## config.mk

```make
export PLATFORM = sky130hd
export DESIGN_NAME = cmd_slot_sequencer_flat
export DESIGN_NICKNAME = d
export VERILOG_FILES = /design/src/rtl/cmd_slot_if.sv /design/src/rtl/cmd_slot_sequencer.sv /design/src/flat_wrapper.sv
export SDC_FILE = /design/constraint.sdc
export NUM_CORES = 1
export LEC_CHECK = 0
export ABC_AREA = 0
export CAP_MARGIN = 15
export CORE_ASPECT_RATIO = 0.5
export CORE_MARGIN = 3
export CORE_UTILIZATION = 55
export DETAILED_ROUTE_END_ITERATION = 7
export HOLD_SLACK_MARGIN = 0.15
export PLACE_DENSITY = 0.76
export SETUP_SLACK_MARGIN = 0.5
export SYNTH_ARGS = -nofsm -noshare
export SYNTH_HDL_FRONTEND = slang
export SYNTH_SLANG_ARGS = --single-unit
```

## constraint.sdc

```tcl
create_clock -name clk -period 5.08 [get_ports clk]
set_input_delay 1.016 -clock clk [delete_from_list [all_inputs] [get_ports clk]]
set_output_delay 1.016 -clock clk [all_outputs]
set_load 0.02 [all_outputs]
```

## src/rtl/cmd_slot_if.sv

```systemverilog
// Capture and replay signal bundle of the command slot sequencer.
// master drives capture/replay controls; slave is the sequencer itself.
interface cmd_slot_if #(
    parameter int DATA_W = 24,
    parameter int ADDR_W = 3
) ();
    localparam int DEPTH = 2 ** ADDR_W;

    logic [DATA_W-1:0] wdata;
    logic              cap_en;
    logic              clr;
    logic              alu_en;
    logic              out_ready;
    logic [DATA_W-1:0] out_data;
    logic              out_valid;
    logic [ADDR_W-1:0] out_idx;
    logic              done;
    logic [DEPTH-1:0]  vld_mask;
    logic [1:0]        state_dbg;

    // Handshake: a word moves on every rising edge where out_valid && out_ready.
    // While out_valid is high and no transfer happens, out_data/out_idx hold stable.
    modport master (
        output wdata, cap_en, clr, alu_en, out_ready,
        input  out_data, out_valid, out_idx, done, vld_mask, state_dbg
    );

    modport slave (
        input  wdata, cap_en, clr, alu_en, out_ready,
        output out_data, out_valid, out_idx, done, vld_mask, state_dbg
    );
endinterface

```

## src/rtl/cmd_slot_sequencer.sv

```systemverilog
// Command slot store: words are captured by an address field in the word and
// replayed in ascending slot order over a valid/ready stream.
module cmd_slot_sequencer #(
    parameter int DATA_W     = 24,
    parameter int ADDR_W     = 3,
    parameter int ADDR_LSB   = 19,
    parameter int SKIP_EMPTY = 1
) (
    input  logic       clk,
    input  logic       rst,
    cmd_slot_if.slave  bus
);
    localparam int DEPTH = 2 ** ADDR_W;

    typedef enum logic [1:0] {
        IDLE = 2'd0,
        PLAY = 2'd1,
        DONE = 2'd2
    } state_t;

    state_t            state_q, state_d;
    logic [DATA_W-1:0] slot_q [DEPTH];
    logic [DEPTH-1:0]  vld_q, vld_d;
    logic [DATA_W-1:0] out_data_q, out_data_d;
    logic [ADDR_W-1:0] out_idx_q, out_idx_d;
    logic              out_valid_q, out_valid_d;
    logic              done_q, done_d;

    logic [ADDR_W-1:0] cap_addr;
    logic              first_found, next_found;
    logic [ADDR_W-1:0] first_idx, next_idx;
    logic [DATA_W-1:0] first_word, next_word;

    assign cap_addr = bus.wdata[ADDR_LSB +: ADDR_W];

    // Slot storage deliberately has no reset; only the valid bits are cleared.
    always_ff @(posedge clk) begin
        if (bus.cap_en) begin
            slot_q[cap_addr] <= bus.wdata;
        end
    end

    always_comb begin
        vld_d = vld_q;
        if (bus.clr) begin
            vld_d = '0;
        end
        if (bus.cap_en) begin
            vld_d[cap_addr] = 1'b1;
        end
    end

    // Slot search works on pre-edge valid bits, so same-edge captures are not seen.
    always_comb begin
        first_found = 1'b0;
        first_idx   = '0;
        next_found  = 1'b0;
        next_idx    = '0;
        if (SKIP_EMPTY != 0) begin
            for (int i = DEPTH - 1; i >= 0; i--) begin
                if (vld_q[i]) begin
                    first_found = 1'b1;
                    first_idx   = ADDR_W'(i);
                end
                if (vld_q[i] && (i > int'(out_idx_q))) begin
                    next_found = 1'b1;
                    next_idx   = ADDR_W'(i);
                end
            end
        end else begin
            first_found = 1'b1;
            first_idx   = '0;
            next_found  = (out_idx_q != {ADDR_W{1'b1}});
            next_idx    = out_idx_q + ADDR_W'(1);
        end
    end

    assign first_word = vld_q[first_idx] ? slot_q[first_idx] : '0;
    assign next_word  = vld_q[next_idx]  ? slot_q[next_idx]  : '0;

    always_comb begin
        state_d     = state_q;
        out_data_d  = out_data_q;
        out_idx_d   = out_idx_q;
        out_valid_d = out_valid_q;
        done_d      = done_q;
        if (!bus.alu_en) begin
            state_d     = IDLE;
            out_valid_d = 1'b0;
            done_d      = 1'b0;
        end else begin
            case (state_q)
                IDLE: begin
                    if (first_found) begin
                        state_d     = PLAY;
                        out_data_d  = first_word;
                        out_idx_d   = first_idx;
                        out_valid_d = 1'b1;
                        done_d      = 1'b0;
                    end else begin
                        state_d     = DONE;
                        out_valid_d = 1'b0;
                        done_d      = 1'b1;
                    end
                end
                PLAY: begin
                    if (out_valid_q && bus.out_ready) begin
                        if (next_found) begin
                            out_data_d = next_word;
                            out_idx_d  = next_idx;
                        end else begin
                            state_d     = DONE;
                            out_valid_d = 1'b0;
                            done_d      = 1'b1;
                        end
                    end
                end
                DONE: begin
                    out_valid_d = 1'b0;
                    done_d      = 1'b1;
                end
                default: begin
                    state_d     = IDLE;
                    out_valid_d = 1'b0;
                    done_d      = 1'b0;
                end
            endcase
        end
    end

    always_ff @(posedge clk) begin
        if (rst) begin
            state_q     <= IDLE;
            vld_q       <= '0;
            out_data_q  <= '0;
            out_idx_q   <= '0;
            out_valid_q <= 1'b0;
            done_q      <= 1'b0;
        end else begin
            state_q     <= state_d;
            vld_q       <= vld_d;
            out_data_q  <= out_data_d;
            out_idx_q   <= out_idx_d;
            out_valid_q <= out_valid_d;
            done_q      <= done_d;
        end
    end

    assign bus.out_data  = out_data_q;
    assign bus.out_idx   = out_idx_q;
    assign bus.out_valid = out_valid_q;
    assign bus.done      = done_q;
    assign bus.vld_mask  = vld_q;
    assign bus.state_dbg = state_q;
endmodule

```

## src/flat_wrapper.sv

```systemverilog
// flat-port wrapper written by rule: the top's interface ports become plain ports
module cmd_slot_sequencer_flat 
#(
    parameter int DATA_W     = 24,
    parameter int ADDR_W     = 3,
    parameter int ADDR_LSB   = 19,
    parameter int SKIP_EMPTY = 1
)
  (clk, rst, bus_wdata, bus_cap_en, bus_clr, bus_alu_en, bus_out_ready, bus_out_data, bus_out_valid, bus_out_idx, bus_done, bus_vld_mask, bus_state_dbg);
  cmd_slot_if #(.DATA_W(DATA_W), .ADDR_W(ADDR_W)) bus_i ();
  input  logic clk;
  input  logic rst;
  input wire logic [$bits(bus_i.wdata)-1:0] bus_wdata;
  input wire logic [$bits(bus_i.cap_en)-1:0] bus_cap_en;
  input wire logic [$bits(bus_i.clr)-1:0] bus_clr;
  input wire logic [$bits(bus_i.alu_en)-1:0] bus_alu_en;
  input wire logic [$bits(bus_i.out_ready)-1:0] bus_out_ready;
  output wire logic [$bits(bus_i.out_data)-1:0] bus_out_data;
  output wire logic [$bits(bus_i.out_valid)-1:0] bus_out_valid;
  output wire logic [$bits(bus_i.out_idx)-1:0] bus_out_idx;
  output wire logic [$bits(bus_i.done)-1:0] bus_done;
  output wire logic [$bits(bus_i.vld_mask)-1:0] bus_vld_mask;
  output wire logic [$bits(bus_i.state_dbg)-1:0] bus_state_dbg;
  assign bus_i.wdata = bus_wdata;
  assign bus_i.cap_en = bus_cap_en;
  assign bus_i.clr = bus_clr;
  assign bus_i.alu_en = bus_alu_en;
  assign bus_i.out_ready = bus_out_ready;
  assign bus_out_data = bus_i.out_data;
  assign bus_out_valid = bus_i.out_valid;
  assign bus_out_idx = bus_i.out_idx;
  assign bus_done = bus_i.done;
  assign bus_vld_mask = bus_i.vld_mask;
  assign bus_state_dbg = bus_i.state_dbg;
  cmd_slot_sequencer #(.DATA_W(DATA_W), .ADDR_W(ADDR_W), .ADDR_LSB(ADDR_LSB), .SKIP_EMPTY(SKIP_EMPTY)) u_core (.clk(clk), .rst(rst), .bus(bus_i));
endmodule
```

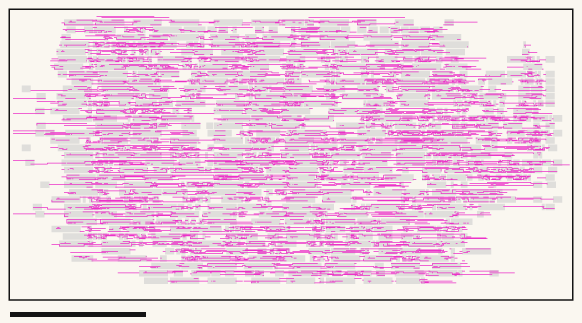
(M1 wires)
Scale bar: 50 um.
The layer carries 12300 um of wire. The layer holds 40% of the routed length. The wires run mostly horizontal. The longest straight run is 43.2 um. 864 nets have wire on it.
routed wire length: 31300 um
met1 Resource Use GR: 0.401
via count: 8481

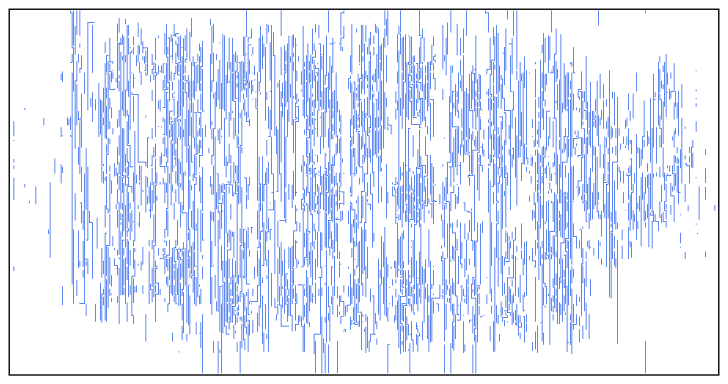
(signal wires on met2)
The wires run mostly vertical. The layer carries 14200 um of wire.
met2 capacity usage during global routing: 0.436

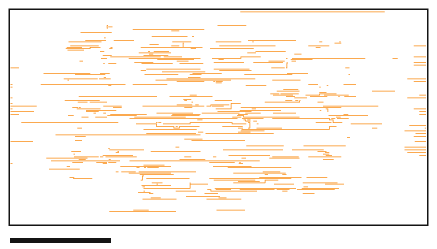
(M3 wires)
Scale bar: 50 um.
The wires run mostly horizontal. 173 nets have wire on it. The layer holds 12% of the routed length. The layer carries 3770 um of wire. The longest straight run is 71.8 um.

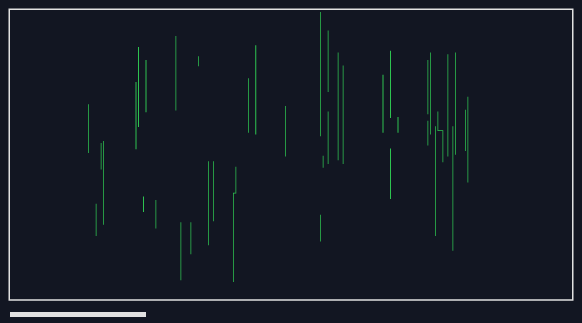
(metal 4)
Scale bar: 50 um.
The wires run mostly vertical. The layer holds 2.9% of the routed length. 27 nets have wire on it. The layer carries 918 um of wire. The longest straight run is 45.6 um.

==> run summary <==
Flow results.

- The count of inverters other than clock inverters in the layout is 4.
- The timing report shows that the slowest cell on the worst path is sky130_fd_sc_hd__ha_1.
- The endpoint required time on the critical path is 5.48 ns.
- From bottom edge to top edge, the die measures 107 um.
- The die is 207 um wide.
- The maximum achievable frequency is 291 MHz.
- Synthesis inferred 231 register bits.
- The switching share of power is 0.258.
- The cell-mix breakdown from Yosys lists the simple-gate area share as 0.111.
- The post-placement setup slack is 1.43 ns.
- The number of combinational gates with multiple inputs is 554.
- The uppermost layer routed is met4.
- The normalized max-slew margin is 0.308.
- In the finished design, the share of the clock period the worst path needs comes to 0.676.
- Of the total power, combinational logic draws 0.132.
- The length in cells of the worst reg-to-reg path is 8.
- The share of flip-flops with an asynchronous set or reset is 0.
- After routing, the total negative slack on setup checks comes to 0 ns.
- The post-cts repair resize count is 0.
- The peak per-stage delay on the critical path is 0.69 ns.
- Counting pins that exceed their max-slew limit in the final report gives 0.
- By area, the class that comes first in the final layout consists of registers.
- The gate count after technology mapping is 861.
- The synthesis report names the predominant flop master as sky130_fd_sc_hd__edfxtp_1.
- The run finished with clean final reports.
- The initial standard-cell utilization of the core is 0.567.
- In the post-synthesis netlist, the biggest area contributors are sky130_fd_sc_hd__edfxtp_1 (52%), sky130_fd_sc_hd__mux4_2 (9.7%), sky130_fd_sc_hd__dfxtp_1 (7.0%).
- In this run the deepest clock path goes through 3 buffers.
- The power consumed by the clock network is 1.52 mW.
- After the last flow step, the layout net total stands at 941.
- The area share of the largest cell type after synthesis is 0.518.
- The critical path capture point type is a flop.
- The setup violation total in the final timing report is 0.
- The placed cell count is 1150.
- The half-perimeter wire length of the detailed placement result is 18100 um.
- Setup slack on the critical path of the routed design comes to 1.64 ns.
- The synthesized-area fraction occupied by ao, oa, aoi and oai cells is 0.159.
- The DRC violation total left in the routed layout is recorded as 0.
- The clock tree cell share of total cell area is 0.0503.
- The initialized floorplan defines 36 standard-cell rows.
- The finished layout reports a core utilization of 0.649.
- Per the hold report, the tightest min-delay path originates at u_core.bus.done$_SDFFE_PP0P_.
- For this run, the chip area from Yosys synthesis comes to 11100 um^2.
- The setup fix buffers added after clock tree synthesis is 0.
- The power density over cell area is 333 nW/um^2.
- TritonCTS created 21 clock buffers.
- Looking at the clock tree report, the H-tree level count equals 1.
- The largest voltage drop on the vdd net is 172 uV.
- Per the layout area report, the sequential fraction of cell area is 0.514.
- The transition time recorded at the tightest slew-check pin is 1.04 ns.
- Across the routed clock network, the largest skew measured is 0.00948 ns.
- The antenna cell count is 0.
- In the final layout, excluding clock buffers the buffer count is 95.
- The register with the most flip-flops in the layout has 192 of them.
- Ranked by flip-flop count, first place goes to u_core.slot_q.
- The placement report lists the number of port buffers as 68.
- The total routing usage reported by global routing is 0.280.
- The critical path launch point type is a flop.
- The ratio of cells with drive above 1 in the final layout is 0.185.
- The met2 wirelength from detailed routing is 14200 um.
- For flop-to-flop paths, the worst setup slack is 1.64 ns.
- The synthesized design contains 192 enable-type register cells.
- The final layout contains a sequential cell count of 231.
- The detail route stage leaves a number of antenna-violating nets equal to 0.
- The endpoint of the worst hold path is u_core.bus.done$_SDFFE_PP0P_.
- Per the timing report, the biggest fanout along the worst path comes to 23.
- After layout, the minimum clock period comes to 3.44 ns.
- Summed over all combinational cells, the power is 0.558 mW.
- The OpenROAD warning count is 29.
- The final weighted congestion recorded by global placement is 0.864.
- After detailed routing, the number of vias per cell comes to 7.14.
- The number of global-route vias before repair came to 8440.
- The instance area after placement is 12100 um^2.
- The dominant delay contributor by cell family on the critical path is AND-OR/OR-AND gates.
- Entering global routing, the biggest net connects 54 pins.
- Counting both buffers and inverters, the worst setup path holds a total of 1.
- The logic area is 4310 um^2.
routing by layer:
metal  GRT usage  up-vias
li1            -     3505
met1       0.401     4233
met2       0.436      658
met3      0.0588       85
met4      0.0929        0
met5           0        -
cell usage after synthesis, types with 8 or more instances:
cell type	n
sky130_fd_sc_hd__a21oi_1	95
sky130_fd_sc_hd__a22oi_1	24
sky130_fd_sc_hd__buf_2	16
sky130_fd_sc_hd__clkbuf_1	46
sky130_fd_sc_hd__dfxtp_1	39
sky130_fd_sc_hd__edfxtp_1	192
sky130_fd_sc_hd__mux4_2	48
sky130_fd_sc_hd__nand2_1	49
sky130_fd_sc_hd__nand2b_1	9
sky130_fd_sc_hd__nand3_1	83
sky130_fd_sc_hd__nor2_1	29
sky130_fd_sc_hd__nor2b_1	8
sky130_fd_sc_hd__nor4_2	15
sky130_fd_sc_hd__o21ai_0	85
sky130_fd_sc_hd__o221ai_2	18
how the worst max path moves through the flow:
stage	from	to	slack [ns]	cells past startpoint
after floorplan	bus_wdata[19]	u_core.slot_q[0][0]$_DFFE_PP_	1.73	2
after global placement	bus_out_ready	u_core.bus.out_data[8]$_SDFFE_PP0P_	1.55	7
after detailed placement	bus_out_ready	u_core.bus.out_data[23]$_SDFFE_PP0P_	1.43	7
after CTS	u_core.bus.state_dbg[1]$_SDFFE_PP0P_	u_core.bus.out_data[23]$_SDFFE_PP0P_	1.69	8
after global routing	u_core.bus.state_dbg[1]$_SDFFE_PP0P_	u_core.bus.out_data[23]$_SDFFE_PP0P_	1.47	8
final	u_core.bus.state_dbg[1]$_SDFFE_PP0P_	u_core.bus.out_data[23]$_SDFFE_PP0P_	1.64	8
cell usage in the layout (no fill, tap or decap), types with 4 or more instances in the layout:
cell type,Yosys,layout
sky130_fd_sc_hd__a211o_1,5,4
sky130_fd_sc_hd__a21o_1,6,6
sky130_fd_sc_hd__a21oi_1,95,94
sky130_fd_sc_hd__a22oi_1,24,24
sky130_fd_sc_hd__buf_4,4,26
sky130_fd_sc_hd__clkbuf_16,0,21
sky130_fd_sc_hd__clkdlybuf4s50_1,0,68
sky130_fd_sc_hd__clkinv_1,0,4
sky130_fd_sc_hd__clkinv_2,0,5
sky130_fd_sc_hd__dfxtp_1,39,39
sky130_fd_sc_hd__edfxtp_1,192,192
sky130_fd_sc_hd__ha_1,4,4
sky130_fd_sc_hd__inv_1,4,4
sky130_fd_sc_hd__mux2_2,6,6
sky130_fd_sc_hd__mux4_2,48,48
sky130_fd_sc_hd__nand2_1,49,48
sky130_fd_sc_hd__nand2b_1,9,9
sky130_fd_sc_hd__nand3_1,83,83
sky130_fd_sc_hd__nand4_1,5,5
sky130_fd_sc_hd__nor2_1,29,21
sky130_fd_sc_hd__nor2_2,0,8
sky130_fd_sc_hd__nor2b_1,8,8
sky130_fd_sc_hd__nor3_1,6,4
sky130_fd_sc_hd__nor4_1,7,7
sky130_fd_sc_hd__nor4_2,15,15
sky130_fd_sc_hd__o21ai_0,85,85
sky130_fd_sc_hd__o221ai_1,7,7
sky130_fd_sc_hd__o221ai_2,18,18
sky130_fd_sc_hd__o31ai_1,5,5
No activity file was given, so power comes from the tool's default toggle rates.
